[src/rtl/traffic_phase_scheduler.sv]
// Phase sequencer for a 4-way intersection: NS/EW green arbitration, pedestrian walk phase
// and emergency preemption, all timed in slow ticks. Lamp/walk outputs are registered.
module traffic_phase_scheduler #(
    parameter int unsigned CW        = 6,
    parameter int unsigned MIN_GREEN = 5,
    parameter int unsigned MAX_GREEN = 20,
    parameter int unsigned YELLOW    = 3,
    parameter int unsigned ALL_RED   = 1,
    parameter int unsigned WALK      = 6
) (
    input  logic       clk,
    input  logic       rst,
    input  logic       tick,
    input  logic [3:0] veh_req,
    input  logic       ped_req,
    input  logic       emg_req,
    input  logic       emg_dir,
    output logic [2:0] light_north,
    output logic [2:0] light_south,
    output logic [2:0] light_east,
    output logic [2:0] light_west,
    output logic       ped_walk,
    output logic       ped_pending,
    output logic       emg_active,
    output logic [2:0] phase
);

    typedef enum logic [2:0] {
        StAllRed   = 3'd0,
        StNsGreen  = 3'd1,
        StNsYellow = 3'd2,
        StEwGreen  = 3'd3,
        StEwYellow = 3'd4,
        StPedWalk  = 3'd5,
        StEmgHold  = 3'd6
    } state_e;

    localparam logic [2:0] LampR = 3'b100;
    localparam logic [2:0] LampY = 3'b010;
    localparam logic [2:0] LampG = 3'b001;

    localparam logic [CW-1:0] AllRedLast = CW'(ALL_RED - 1);
    localparam logic [CW-1:0] MinGLast   = CW'(MIN_GREEN - 1);
    localparam logic [CW-1:0] MaxGLast   = CW'(MAX_GREEN - 1);
    localparam logic [CW-1:0] YellowLast = CW'(YELLOW - 1);
    localparam logic [CW-1:0] WalkLast   = CW'(WALK - 1);
    localparam logic [CW-1:0] CntFull    = '1;

    state_e        state_q, state_d;
    logic [CW-1:0] cnt_q, cnt_d, cnt_inc, cnt_sat;
    logic          next_axis_q, next_axis_d;  // 0 = NS, 1 = EW
    logic          emg_axis_q, emg_axis_d;
    logic          ped_pending_q, ped_pending_d;
    logic [11:0]   lights_q;                  // {north, south, east, west}
    logic          walk_q, emg_q;

    logic ns_req, ew_req, green_ew, own, conflict;

    // {N, S, E, W} lamp pattern for a given state.
    function automatic logic [11:0] lamps(input state_e st, input logic emg_ax);
        logic [11:0] l;
        unique case (st)
            StNsGreen:  l = {LampG, LampG, LampR, LampR};
            StNsYellow: l = {LampY, LampY, LampR, LampR};
            StEwGreen:  l = {LampR, LampR, LampG, LampG};
            StEwYellow: l = {LampR, LampR, LampY, LampY};
            StEmgHold:  l = emg_ax ? {LampR, LampR, LampG, LampG} : {LampG, LampG, LampR, LampR};
            default:    l = {LampR, LampR, LampR, LampR};
        endcase
        return l;
    endfunction

    always_comb begin
        ns_req      = veh_req[3] | veh_req[2];
        ew_req      = veh_req[1] | veh_req[0];
        green_ew    = (state_q == StEwGreen);
        own         = green_ew ? ew_req : ns_req;
        conflict    = (green_ew ? ns_req : ew_req) | ped_pending_q;

        // Green saturates at MAX_GREEN-1; other states saturate at full scale so an
        // indefinite emergency hold cannot wrap the counter.
        cnt_sat     = ((state_q == StNsGreen) || (state_q == StEwGreen)) ? MaxGLast : CntFull;
        cnt_inc     = (cnt_q >= cnt_sat) ? cnt_q : cnt_q + 1'b1;

        state_d     = state_q;
        next_axis_d = next_axis_q;
        emg_axis_d  = emg_axis_q;

        if (tick) begin
            unique case (state_q)
                StAllRed: begin
                    if (cnt_q == AllRedLast) begin
                        if (emg_req) begin
                            state_d    = StEmgHold;
                            emg_axis_d = emg_dir;
                        end else if (ped_pending_q) begin
                            state_d = StPedWalk;
                        end else begin
                            state_d = next_axis_q ? StEwGreen : StNsGreen;
                        end
                    end
                end
                StNsGreen, StEwGreen: begin
                    if (emg_req && (emg_dir != green_ew)) begin
                        state_d     = green_ew ? StEwYellow : StNsYellow;
                        next_axis_d = ~green_ew;
                    end else if (emg_req) begin
                        state_d    = StEmgHold;
                        emg_axis_d = green_ew;
                    end else if (conflict &&
                                 (((cnt_q >= MinGLast) && !own) || (cnt_q == MaxGLast))) begin
                        state_d     = green_ew ? StEwYellow : StNsYellow;
                        next_axis_d = ~green_ew;
                    end
                end
                StNsYellow, StEwYellow: begin
                    if (cnt_q == YellowLast) state_d = StAllRed;
                end
                StPedWalk: begin
                    if (emg_req || (cnt_q == WalkLast)) state_d = StAllRed;
                end
                StEmgHold: begin
                    if (!emg_req || (emg_dir != emg_axis_q)) begin
                        state_d     = emg_axis_q ? StEwYellow : StNsYellow;
                        next_axis_d = ~emg_axis_q;
                    end
                end
                default: state_d = StAllRed;
            endcase
        end

        cnt_d = cnt_q;
        if (tick) cnt_d = (state_d != state_q) ? '0 : cnt_inc;

        // Walk entry clears the latch even if a button press lands on the same cycle.
        ped_pending_d = ped_pending_q | ped_req;
        if ((state_d == StPedWalk) && (state_q != StPedWalk)) ped_pending_d = 1'b0;
    end

    always_ff @(posedge clk) begin
        if (rst) begin
            state_q       <= StAllRed;
            cnt_q         <= '0;
            next_axis_q   <= 1'b0;
            emg_axis_q    <= 1'b0;
            ped_pending_q <= 1'b0;
            lights_q      <= {LampR, LampR, LampR, LampR};
            walk_q        <= 1'b0;
            emg_q         <= 1'b0;
        end else begin
            state_q       <= state_d;
            cnt_q         <= cnt_d;
            next_axis_q   <= next_axis_d;
            emg_axis_q    <= emg_axis_d;
            ped_pending_q <= ped_pending_d;
            lights_q      <= lamps(state_d, emg_axis_d);
            walk_q        <= (state_d == StPedWalk);
            emg_q         <= (state_d == StEmgHold);
        end
    end

    assign light_north = lights_q[11:9];
    assign light_south = lights_q[8:6];
    assign light_east  = lights_q[5:3];
    assign light_west  = lights_q[2:0];
    assign ped_walk    = walk_q;
    assign ped_pending = ped_pending_q;
    assign emg_active  = emg_q;
    assign phase       = state_q;

endmodule
[config.mk]
export PLATFORM = sky130hd
export DESIGN_NAME = traffic_phase_scheduler
export DESIGN_NICKNAME = d
export VERILOG_FILES = /design/src/rtl/traffic_phase_scheduler.sv
export SDC_FILE = /design/constraint.sdc
export NUM_CORES = 1
export LEC_CHECK = 0
export CELL_PAD_IN_SITES_DETAIL_PLACEMENT = 0
export CELL_PAD_IN_SITES_GLOBAL_PLACEMENT = 1
export CORE_UTILIZATION = 46
export CTS_CLUSTER_DIAMETER = 100
export DETAILED_ROUTE_END_ITERATION = 8
export DONT_BUFFER_PORTS = 1
export PLACE_DENSITY_LB_ADDON = 0.1
export REMOVE_ABC_BUFFERS = 1
export SLEW_MARGIN = 20
export SYNTH_ARGS = -nofsm -noshare
export SYNTH_HDL_FRONTEND = slang
export SYNTH_SLANG_ARGS = --single-unit
[constraint.sdc]
create_clock -name clk -period 3 [get_ports clk]
set_input_delay 0.6 -clock clk [delete_from_list [all_inputs] [get_ports clk]]
set_output_delay 0.6 -clock clk [all_outputs]
set_load 0.01 [all_outputs]
**Congestion heat map**

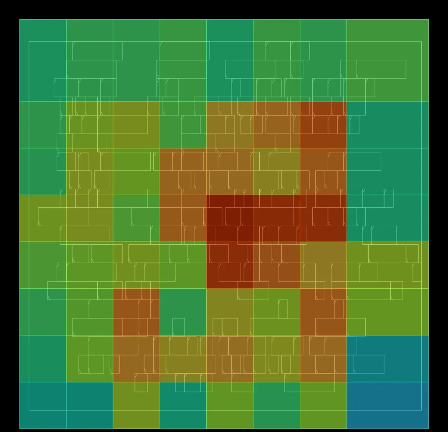
Top Usage Layer GRT: met2
M3 GR Usage: 6.610%
drt wl/cell: 16.24 um

==> results.toml <==
# yosys + openroad results
[clock_tree]
clock-sinks = 20
clock-root-buffer = "clkbuf_4"
htree_levels = 1
cts_buffers = 3
worst_skew_pair.late_latency_ns = 0.30
hold_buffers = 0
postCtsSetupBuffers = 0
cts_tree = "done"
postCtsResizedCells = 0
clockBufferDepth = 2
clk_pin_slew_ns = 0.12

[finish]
area_growth_syn_to_layout_pct = 1.675
drive_gt1_share_pct = 10.42
nNetsFinal = 210
final_layout_top_logic_cells = "nand2_1, dfxtp_1, inv_1"
diodes = 0
nFillCells = 318

[final_timing]
worst_slew_pin_slew_ns = 0.5686
period_used_pct = 84.82
rsz0062_at_grt = "false"
finalMaxSlewViolations = 0
hold_viol_final = 0
min_period_ns = 2.545
finClkSkew_ns = 0.004693
setup_tns_ns = 0
finalSetupViolCount = 0
slew_headroom_pct = 61.56
max_freq_mhz = 393.0
holdWs_ns = 0.3509

[power_and_ir_drop]
power_density_nw_per_um2 = 495.0
power_leakage_nw = 0.6217
peakVddDrop_uv = 236.7

[yosys]
top_area_share_pct = 25.52
synth-edff-count = 0
yosysMostFrequentCell = "nand2_1"
avgSynthCellArea_um2 = 7.767
yosysWarnings = 0
syn-instance-count = 202
synth_top_flop_cell = "dfxtp_1"
ys_sh_adder_pct = 5.582
async_reset_ff_share_pct = 0
ys_cells = 202
syn_area_um2 = 1569
mux_area_share_pct = 4.147
numSynthFlops = 20
top_area_cell = "dfxtp_1"
ys_sh_xor_pct = 1.116
logic_family = "AND-OR/OR-AND gates"
compound_area_share_pct = 27.83
top_cells_by_area = "dfxtp_1, ha_1, nand2_1"
ys_types = 52
ys_area_um2 = 1569
common_cells = "nand2_1, dfxtp_1, inv_1"
synth_seq_share_pct = 25.52
synthSimpleGateAreaFrac_pct = 25.68

[worst_setup_path]
r2r-end = "cnt_q[5]"
cp_data_arrival_time_ns = 2.80
cp-startpoint = "phase[0]"
worst-path-max-fanout = 8
ff2ff_path_depth = 10
crit_path_frequent_cell = "buf_4"
critical_path.slowest_cell = "dfxtp_1"
critPathKind = "flip-flop to flip-flop"
worstSetupStartpointType = "flip-flop"
critPathMaxStageDelay_ns = 0.50
crit_chain = "buf_4, nand2b_1, inv_1, buf_4, ha_1, a21o_1, a31oi_1, nand2_1, o31ai_1, a22o_1"
critPathCaptureType = "flip-flop"
reg2reg_slack_ns = 0.46
r2r_start = "phase[0]"
required_ns = 3.26
crit_end = "cnt_q[5]"

[floorplanning]
die_y_um = 60.40
initCoreUtil_pct = 49.76
dieArea_um2 = 3648
core_um2 = 3153
placementRows = 20
chipWidth_um = 60.40
pin_count = 28

[place]
routabilityCongestion = 0.8865
port_buffers = 0
dpl.hpwl_mm = 2.860
placed_cells = 232

[routing]
drtIter0Drc = 98
dr_total_vias = 1442
wl_mm = 3.832
via_per_inst = 6.110
drc = 0
first_pass_iters = 4
detail-route-antenna-nets = 0

[worst_hold_path]
hold_class = "primary input to flip-flop"
hold_depth = 1
hp-start = "rst"
min_to = "lights_q[9]"

[grt]
grt_pass1_wl_mm = 6.182
gr-total-overflow = 0
antenna_found_initial = 0
first_global_vias = 1352
grt.total_usage_pct = 22.56
grt_max_degree = 18

[flow_run]
log.warning_count = 28
drv_cap = 0

[outcome]
status = "finished clean"
**Logic cells by family**

The bar under the picture is 20 um long.
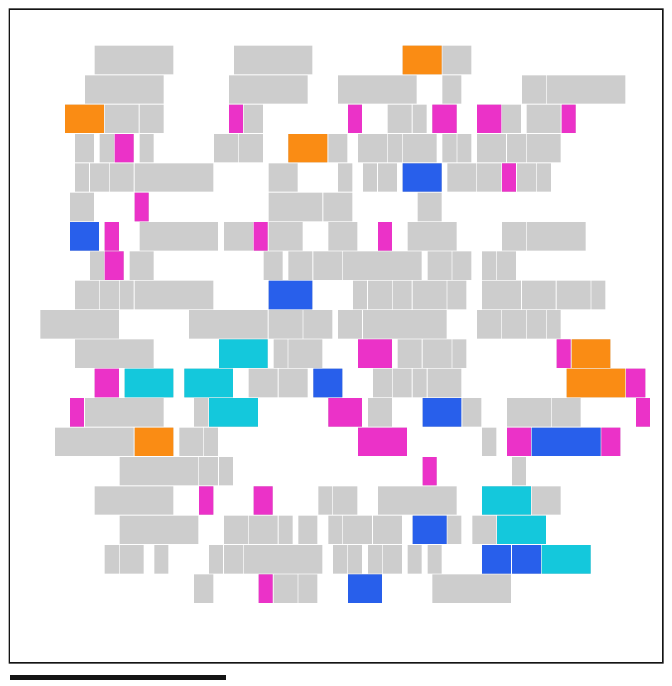
blue -> AND-OR and OR-AND gates  # cells 10, most used a21o_1
magenta -> NOR gates  # cells 26, most used nor2_1
orange -> multiplexers  # cells 6, most used mux2i_1
cyan -> adder and majority cells  # cells 7, most used ha_1
most used logic cell in the final layout: nand2_1
logic gate fraction of the total cell area: 63.29%
final non-filler cell total: 236

-- final cells by class --
class,count,area [um2],share of cell area [%]
Tap cell,44,55.05,3.451
Timing Repair Buffer,5,37.54,2.353
Multi-Input combinational cell,148,1010,63.29
Inverter,15,56.30,3.529
Clock buffer,4,36.28,2.275
Sequential cell,20,400.4,25.10
-- metrics by stage --
stage | area [um2] | power (mW) | worst slack (ns) | util (%)
after detailed placement | 1559 | 0.6317 | 0.4855 | 49.44
final | 1595 | 0.7897 | 0.4554 | 50.60
after global routing | 1595 | 0.8411 | 0.2722 | 50.60
after CTS | 1595 | 0.7909 | 0.4545 | 50.60
after floorplan | 1466 | 0.5588 | 0.5238 | -
after global placement | 1559 | 0.6301 | 0.5054 | 49.44
-- power by group --
group	leakage (nW)	switching [mW]	total, mW	internal [mW]
registers	0.163	0.0526	0.348	0.295
clock network	0.0210	0.0851	0.159	0.0741
logic	0.437	0.166	0.283	0.116
-- layer usage --
metal  part of all wire, %  global-route usage [%]  routed length, um
met1                    45                   30.81               1708
met2                    45                   34.38               1706
met3                   9.5                   6.610                364
met4                   1.4                   6.645                 53
met5                     0                       0                  0
-- critical path: cells and delay by family (launching register included) --
family	cells	cell delay, ns
AND-OR/OR-AND	4	1.03
flip-flops	1	0.50
adder cells (fa/ha/maj)	1	0.24
buffers and inverters	3	0.47
AND/OR/NAND/NOR	2	0.25
-- sequential cells by signal, indices dropped and copies added, names as in the netlist --
name and cells:
emg_axis_q 1, cnt_q 6, emg_active 1, next_axis_q 1, ped_walk 1, lights_q 6
phase 3, ped_pending 1
-- logic make-up after synthesis --
group,count (synthesis)
xor gates and xnor gates,2
buffers and inverters,34
muxes,6
and+or+nand+nor,78
AOI/OAI and AO/OA,55
DFF,20
adders and majority gates,7
Power is estimated from default activity; no workload was simulated.
